`src/rtl/timestamp_multi_core.sv`:
```
`default_nettype none
// ============================================================================
//  Module      : timestamp_multi_core
//  Description : Multi-channel edge timestamper. Captures a 64-bit time base
//                on qualified edges of up to eight asynchronous inputs and
//                serialises each event into three 32-bit words in a
//                first-word-fall-through FIFO. Configured over an 8-bit
//                register bus.
//  Revision    : 1.0 - initial release
// ============================================================================
module timestamp_multi_core #(
    parameter int          ABUSWIDTH  = 16,
    parameter logic [3:0]  IDENTIFIER = 4'b0001,
    parameter int          CHANNELS   = 4,
    parameter int          FIFO_DEPTH = 64,
    parameter logic [7:0]  VERSION    = 8'd1
) (
    input  logic                 BUS_CLK,
    input  logic                 BUS_RST_N,
    input  logic [ABUSWIDTH-1:0] BUS_ADD,
    input  logic [7:0]           BUS_DATA_IN,
    output logic [7:0]           BUS_DATA_OUT,
    input  logic                 BUS_RD,
    input  logic                 BUS_WR,
    input  logic [CHANNELS-1:0]  DI,
    input  logic [63:0]          EXT_TIMESTAMP,
    input  logic                 EXT_ENABLE,
    output logic [63:0]          TIMESTAMP_OUT,
    input  logic                 FIFO_READ,
    output logic                 FIFO_EMPTY,
    output logic [31:0]          FIFO_DATA
);

    localparam int C_AW = $clog2(FIFO_DEPTH);

    localparam logic [1:0] ST_IDLE = 2'd0;
    localparam logic [1:0] ST_W0   = 2'd1;
    localparam logic [1:0] ST_W1   = 2'd2;
    localparam logic [1:0] ST_W2   = 2'd3;

    // ------------------------------------------------------------------
    // Declarations
    // ------------------------------------------------------------------
    logic                soft_rst;
    logic [7:0]          conf_q;
    logic [CHANNELS-1:0] chen_q;
    logic [CHANNELS-1:0] rise_en_q;
    logic [CHANNELS-1:0] fall_en_q;
    logic [7:0]          lost_q;
    logic [7:0]          bus_dout_q;
    logic [63:0]         snap_q;
    logic [63:0]         rd_shift;
    logic [7:0]          rd_mux;
    logic [63:0]         cnt_q;

    logic [CHANNELS-1:0] sync1_q, sync2_q, sync3_q;
    logic [CHANNELS-1:0] edge_r_q, edge_f_q;
    logic [CHANNELS-1:0] qual, clr, lost_ev;
    logic                gate_ok;
    logic [CHANNELS-1:0] pend_q;
    logic [CHANNELS-1:0] rise_flag_q;
    logic [63:0]         ts_q [CHANNELS];
    logic [3:0]          lost_inc;
    logic [8:0]          lost_sum;

    logic                any_pend;
    logic [2:0]          sel;
    logic [63:0]         sel_ts;
    logic                sel_rise;

    logic [1:0]          state_q, state_d;
    logic                take;
    logic                wr_ok;
    logic                fifo_wr;
    logic [31:0]         fifo_wdata;
    logic [63:0]         hold_ts_q;
    logic                hold_rise_q;
    logic [2:0]          hold_ch_q;

    logic [31:0]         mem_q [FIFO_DEPTH];
    logic [C_AW-1:0]     wptr_q, rptr_q;
    logic [C_AW:0]       count_q;
    logic                fifo_full;
    logic                rd_en;

    assign soft_rst      = BUS_WR && (BUS_ADD == ABUSWIDTH'(0));
    assign TIMESTAMP_OUT = conf_q[1] ? EXT_TIMESTAMP : cnt_q;
    assign BUS_DATA_OUT  = bus_dout_q;

    // ------------------------------------------------------------------
    // Register bus
    // ------------------------------------------------------------------
    // Configuration registers; a soft reset leaves them untouched.
    always_ff @(posedge BUS_CLK or negedge BUS_RST_N) begin
        if (!BUS_RST_N) begin
            conf_q    <= '0;
            chen_q    <= '0;
            rise_en_q <= '0;
            fall_en_q <= '0;
        end else if (BUS_WR) begin
            if (BUS_ADD == ABUSWIDTH'(1)) conf_q    <= BUS_DATA_IN;
            if (BUS_ADD == ABUSWIDTH'(2)) chen_q    <= BUS_DATA_IN[CHANNELS-1:0];
            if (BUS_ADD == ABUSWIDTH'(3)) rise_en_q <= BUS_DATA_IN[CHANNELS-1:0];
            if (BUS_ADD == ABUSWIDTH'(4)) fall_en_q <= BUS_DATA_IN[CHANNELS-1:0];
        end
    end

    // Read-data select; address 8 reads live, 9..15 read the snapshot.
    always_comb begin
        rd_shift = snap_q >> {BUS_ADD[2:0], 3'b000};
        rd_mux   = 8'h00;
        if (BUS_ADD == ABUSWIDTH'(0))      rd_mux = VERSION;
        else if (BUS_ADD == ABUSWIDTH'(1)) rd_mux = conf_q;
        else if (BUS_ADD == ABUSWIDTH'(2)) rd_mux = 8'(chen_q);
        else if (BUS_ADD == ABUSWIDTH'(3)) rd_mux = 8'(rise_en_q);
        else if (BUS_ADD == ABUSWIDTH'(4)) rd_mux = 8'(fall_en_q);
        else if (BUS_ADD == ABUSWIDTH'(5)) rd_mux = lost_q;
        else if (BUS_ADD == ABUSWIDTH'(8)) rd_mux = TIMESTAMP_OUT[7:0];
        else if (BUS_ADD[ABUSWIDTH-1:3] == (ABUSWIDTH-3)'(1)) rd_mux = rd_shift[7:0];
    end

    // Registered read data and the 64-bit snapshot taken on a read of address 8.
    always_ff @(posedge BUS_CLK or negedge BUS_RST_N) begin
        if (!BUS_RST_N) begin
            bus_dout_q <= '0;
            snap_q     <= '0;
        end else if (BUS_RD) begin
            bus_dout_q <= rd_mux;
            if (BUS_ADD == ABUSWIDTH'(8)) snap_q <= TIMESTAMP_OUT;
        end
    end

    // Free-running internal time base.
    always_ff @(posedge BUS_CLK or negedge BUS_RST_N) begin
        if (!BUS_RST_N)    cnt_q <= '0;
        else if (soft_rst) cnt_q <= '0;
        else               cnt_q <= cnt_q + 64'd1;
    end

    // ------------------------------------------------------------------
    // Per-channel synchroniser, edge detection and capture
    // ------------------------------------------------------------------
    // Two-flop synchroniser plus a third stage for registered edge flags.
    always_ff @(posedge BUS_CLK or negedge BUS_RST_N) begin
        if (!BUS_RST_N) begin
            sync1_q  <= '0;
            sync2_q  <= '0;
            sync3_q  <= '0;
            edge_r_q <= '0;
            edge_f_q <= '0;
        end else begin
            sync1_q  <= DI;
            sync2_q  <= sync1_q;
            sync3_q  <= sync2_q;
            edge_r_q <= sync2_q & ~sync3_q;
            edge_f_q <= ~sync2_q & sync3_q;
        end
    end

    // Edge qualification and lost-edge detection per channel.
    always_comb begin
        gate_ok = !conf_q[2] || EXT_ENABLE;
        qual    = '0;
        clr     = '0;
        lost_ev = '0;
        for (int i = 0; i < CHANNELS; i++) begin
            qual[i]    = conf_q[0] && chen_q[i] && gate_ok &&
                         ((edge_r_q[i] && rise_en_q[i]) || (edge_f_q[i] && fall_en_q[i]));
            clr[i]     = take && (sel == 3'(i));
            lost_ev[i] = qual[i] && pend_q[i] && !clr[i];
        end
    end

    // Capture slots: a new edge overwrites only a free or just-released slot.
    always_ff @(posedge BUS_CLK or negedge BUS_RST_N) begin
        if (!BUS_RST_N) begin
            pend_q      <= '0;
            rise_flag_q <= '0;
            for (int i = 0; i < CHANNELS; i++) ts_q[i] <= '0;
        end else if (soft_rst) begin
            pend_q <= '0;
        end else begin
            for (int i = 0; i < CHANNELS; i++) begin
                if (qual[i] && (!pend_q[i] || clr[i])) begin
                    ts_q[i]        <= TIMESTAMP_OUT;
                    rise_flag_q[i] <= edge_r_q[i];
                    pend_q[i]      <= 1'b1;
                end else if (clr[i]) begin
                    pend_q[i]      <= 1'b0;
                end
            end
        end
    end

    // Count dropped edges across all channels in this cycle.
    always_comb begin
        lost_inc = '0;
        for (int i = 0; i < CHANNELS; i++) lost_inc = lost_inc + 4'(lost_ev[i]);
        lost_sum = {1'b0, lost_q} + {5'd0, lost_inc};
    end

    // Saturating lost-edge counter.
    always_ff @(posedge BUS_CLK or negedge BUS_RST_N) begin
        if (!BUS_RST_N)       lost_q <= '0;
        else if (soft_rst)    lost_q <= '0;
        else if (lost_sum[8]) lost_q <= 8'hFF;
        else                  lost_q <= lost_sum[7:0];
    end

    // ------------------------------------------------------------------
    // Arbiter / serialiser
    // ------------------------------------------------------------------
    // Lowest-index pending channel wins.
    always_comb begin
        any_pend = |pend_q;
        sel      = '0;
        sel_ts   = '0;
        sel_rise = 1'b0;
        for (int i = CHANNELS - 1; i >= 0; i--) begin
            if (pend_q[i]) begin
                sel      = 3'(i);
                sel_ts   = ts_q[i];
                sel_rise = rise_flag_q[i];
            end
        end
    end

    // A write can proceed if there is room or a pop frees a slot this cycle.
    assign wr_ok = !fifo_full || FIFO_READ;

    // FSM state register.
    always_ff @(posedge BUS_CLK or negedge BUS_RST_N) begin
        if (!BUS_RST_N)    state_q <= ST_IDLE;
        else if (soft_rst) state_q <= ST_IDLE;
        else               state_q <= state_d;
    end

    // FSM next-state logic.
    always_comb begin
        state_d = state_q;
        case (state_q)
            ST_IDLE: if (any_pend) state_d = ST_W0;
            ST_W0:   if (wr_ok)    state_d = ST_W1;
            ST_W1:   if (wr_ok)    state_d = ST_W2;
            ST_W2:   if (wr_ok)    state_d = any_pend ? ST_W0 : ST_IDLE;
            default:               state_d = ST_IDLE;
        endcase
    end

    // FSM outputs: FIFO write word and the take strobe that releases a slot.
    always_comb begin
        fifo_wr    = 1'b0;
        fifo_wdata = '0;
        take       = 1'b0;
        case (state_q)
            ST_IDLE: take = any_pend;
            ST_W0: begin
                fifo_wr    = wr_ok;
                fifo_wdata = {IDENTIFIER, 2'd0, 2'b00, hold_rise_q, hold_ch_q,
                              hold_ts_q[63:48], 4'b0000};
            end
            ST_W1: begin
                fifo_wr    = wr_ok;
                fifo_wdata = {IDENTIFIER, 2'd1, 2'b00, hold_ts_q[47:24]};
            end
            ST_W2: begin
                fifo_wr    = wr_ok;
                fifo_wdata = {IDENTIFIER, 2'd2, 2'b00, hold_ts_q[23:0]};
                take       = wr_ok && any_pend;
            end
            default: ;
        endcase
    end

    // Hold the selected capture while its three words are emitted.
    always_ff @(posedge BUS_CLK or negedge BUS_RST_N) begin
        if (!BUS_RST_N) begin
            hold_ts_q   <= '0;
            hold_rise_q <= 1'b0;
            hold_ch_q   <= '0;
        end else if (take) begin
            hold_ts_q   <= sel_ts;
            hold_rise_q <= sel_rise;
            hold_ch_q   <= sel;
        end
    end

    // ------------------------------------------------------------------
    // FIFO (first-word-fall-through)
    // ------------------------------------------------------------------
    assign fifo_full  = (count_q == (C_AW+1)'(FIFO_DEPTH));
    assign FIFO_EMPTY = (count_q == '0);
    assign rd_en      = FIFO_READ && !FIFO_EMPTY;
    assign FIFO_DATA  = FIFO_EMPTY ? 32'd0 : mem_q[rptr_q];

    // Storage array; contents are don't-care until written.
    always_ff @(posedge BUS_CLK) begin
        if (fifo_wr) mem_q[wptr_q] <= fifo_wdata;
    end

    // Pointers and occupancy.
    always_ff @(posedge BUS_CLK or negedge BUS_RST_N) begin
        if (!BUS_RST_N) begin
            wptr_q  <= '0;
            rptr_q  <= '0;
            count_q <= '0;
        end else if (soft_rst) begin
            wptr_q  <= '0;
            rptr_q  <= '0;
            count_q <= '0;
        end else begin
            if (fifo_wr) wptr_q <= wptr_q + 1'b1;
            if (rd_en)   rptr_q <= rptr_q + 1'b1;
            case ({fifo_wr, rd_en})
                2'b10:   count_q <= count_q + 1'b1;
                2'b01:   count_q <= count_q - 1'b1;
                default: count_q <= count_q;
            endcase
        end
    end

endmodule
`default_nettype wire

```
`config.mk`:
```
export PLATFORM = sky130hd
export DESIGN_NAME = timestamp_multi_core
export DESIGN_NICKNAME = d
export VERILOG_FILES = /design/src/rtl/timestamp_multi_core.sv
export SDC_FILE = /design/constraint.sdc
export NUM_CORES = 2
export LEC_CHECK = 0
export ABC_CLOCK_PERIOD_IN_PS = 4240
export CAP_MARGIN = 10
export CORE_MARGIN = 1.5
export CORE_UTILIZATION = 45
export DETAILED_ROUTE_END_ITERATION = 8
export PLACE_DENSITY_LB_ADDON = 0.12
export SETUP_SLACK_MARGIN = 0.05
export SLEW_MARGIN = 20
export SYNTH_ARGS = -nofsm -noshare
export SYNTH_HDL_FRONTEND = slang
export SYNTH_SLANG_ARGS = --single-unit
```
`constraint.sdc`:
```
create_clock -name BUS_CLK -period 4.24 [get_ports BUS_CLK]
set_input_delay 0.424 -clock BUS_CLK [delete_from_list [all_inputs] [get_ports BUS_CLK]]
set_output_delay 0.424 -clock BUS_CLK [all_outputs]
set_load 0.05 [all_outputs]
```
Figure 1. Placement view.
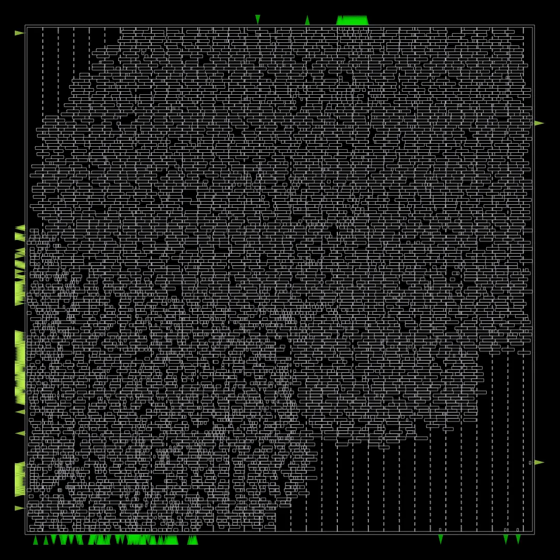
share of the final layout cell area in sequential cells: 59.5%
site row count: 165

Figure 2. A small window of the routed layout.
Window x 207 to 247, y 207 to 247 um. Cells in gray, sequential cells in the stronger gray; small squares are vias.
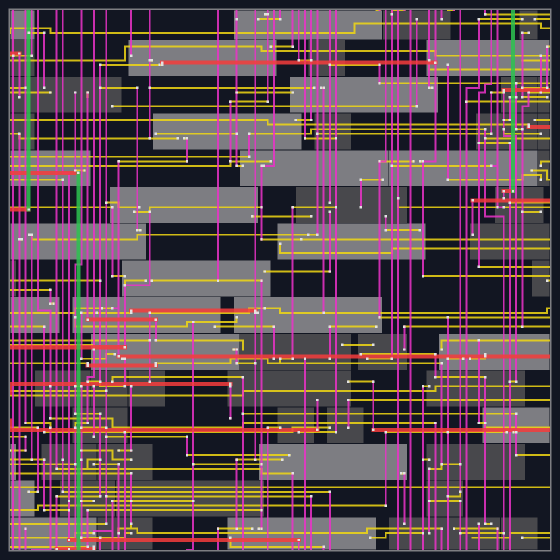
[yellow] metal 1
[green] metal 4
[magenta] metal 2
[red] metal 3
most frequent: edfxtp_1 (17), buf_4 (10), nor2_4 (6)
netlist names of flops here include: `mem_q` (17)
sequential cells in the window: 19
cells with their middle in the window: 51

==> ds_physical_params.txt <==
Physical implementation characteristics

Parameter                              Value

Critical path
  Critical path capture point    FIFO_DATA[15]
  Reg-to-reg endpoint    lost_q[2]$_DFF_PN0_
  Worst EP required    between 3 and 4 ns
  Cell-by-cell trace of the critical path    buf_12 -> buf_16 -> buf_12 -> buf_16 -> mux4_2 -> mux2i_2 -> buf_4 -> o22ai_4 -> or4b_4 -> buf_8
  Crit. path cell count    10
  Worst Setup Start Kind    flip-flop
  Reg-to-reg startpoint    count_q[4]$_DFFE_PN0P_
  Sum of buffers and inverters on the critical path    6
  Slowest stage delay, CP    between 0.5 and 0.6 ns
  Critical path data arrival time    3.79 ns
  Reg2Reg Setup Slack    0.31 ns
  Critical path endpoint category    output pin

Layout
  Number of signal-net buffers in the layout    between 500 and 600
  Logic Gate Count    2380
  Share of the final layout cell area in multi-input gates    about a quarter
  Ratio of cells with drive above 1 in the final layout    between 30 and 40%
  Largest registers    mem_q: 1728 flops, ts_q: 256 flops
  Sequential standard cell area    ~0.065 sq mm
  Total of clock buffers placed in the layout    between 200 and 300
  Ant diodes    2
  Layout buffering overhead excluding clock cells    between 6 and 7%

Final timing
  Final clock skew    ~0.093 ns
  Hold slack    around 0.16 ns
  Transition time at the pin with the least slew margin    around 1.1 ns
  Total count of max-transition violations in the final report    0
  Post-route clock period utilization    between 90% and 100%
  Total Negative Setup Slacks    0 ns
  Number of failing hold endpoints at the final stage    0

Drt
  First-pass iteration count of the detailed router    9
  Met3 wire len    15000 um
  Per-cell via count in the routed design    5.96
  Post-route DRC    0
  DRT met1 WL    roughly 110000 um
  Overall routed net length    about 260000 um

Power
  Power density of the placed cells    between 400 and 500 mW/mm^2
  Share of total power in combinational logic    approximately 8.6%
  Power dissipated in sequential cells    23.7 mW
  Internal power summed over all cells    between 30 and 40 mW
  Combinational gate power    between 4 and 5 mW
  Post-layout total power    about 48 mW
  Reported leakage power    41.6 nW
  Leading power group    registers

Worst hold path
  Cell count of the worst hold path    2
  Worst min-delay path category    input port to flip-flop

Die
  Die Footprint    roughly 0.21 sq mm
  Area of the core    0.202 sq mm
  Count of pins on the block boundary    ~200

Synth
  Chip area from the yosys synthesis statistics    0.0914 sq mm
  Synthesized area per cell    between 15 and 20 sq um
  Complex-gate fraction of the synthesized area    around 3.3%
  Netlist cell types    just under 80
  Largest area contributor in the synthesized netlist    edfxtp_1
  FA/HA/MAJ Cells, Area Fraction    less than 1%
  Logic family by area    multiplexers
  Basic Gates by Area    under 10%
  Gate count of the mapped netlist    about 5000

Global route
  Maximum number of pins on one net before global-route repair    ~130
  Global routing met1 resource utilization    around 36%
  Top Usage Layer GRT    met2
  Met3 capacity usage during global routing    under 10%
  Number of antenna violations at the first check in global routing    20

Clock network
  CTS H-tree depth    4
  Number of setup buffers added after CTS    37
  Clock Sinks    roughly 2300
  Clock transition at the register clock pins on the worst setup and hold paths after CTS    ~0.060 ns

Placed design
  Final Wtd Congestion    0.843
  DP Area    0.0992 sq mm
  Number of input and output port buffers inserted    ~200
  Count of placed standard cells including taps    approximately 7800

Status
  Result of the run    finished clean
Figure 3. Metal layers overlaid.
Scale: 1 px per um. Two of the layers only.
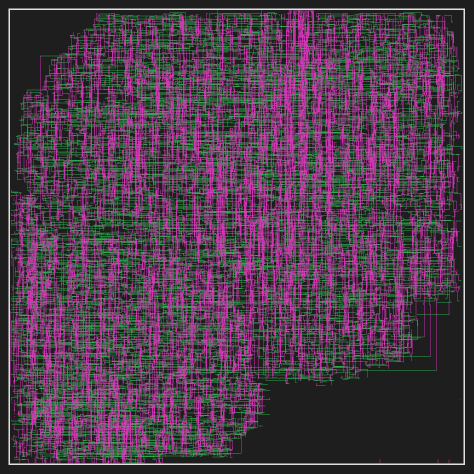
[green] metal 1 | wire length: 112 mm
[magenta] metal 2 | wire length: 121 mm

Figure 4. Metal 2.
Scale: 1 px per um. Cells faint in the background.
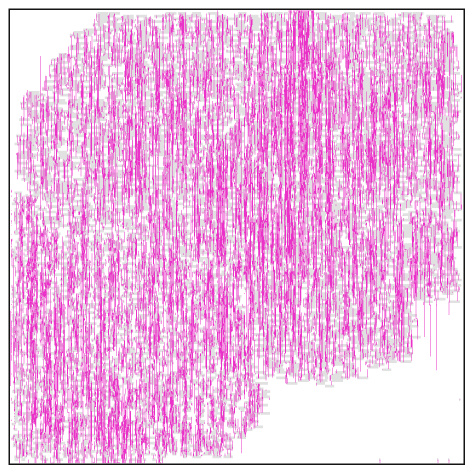
longest straight run: 187 um
nets with wire on the layer: 5019
wire length on this layer: 121 mm
share of all routed wire: 47%

Power is estimated from default activity; no workload was simulated.
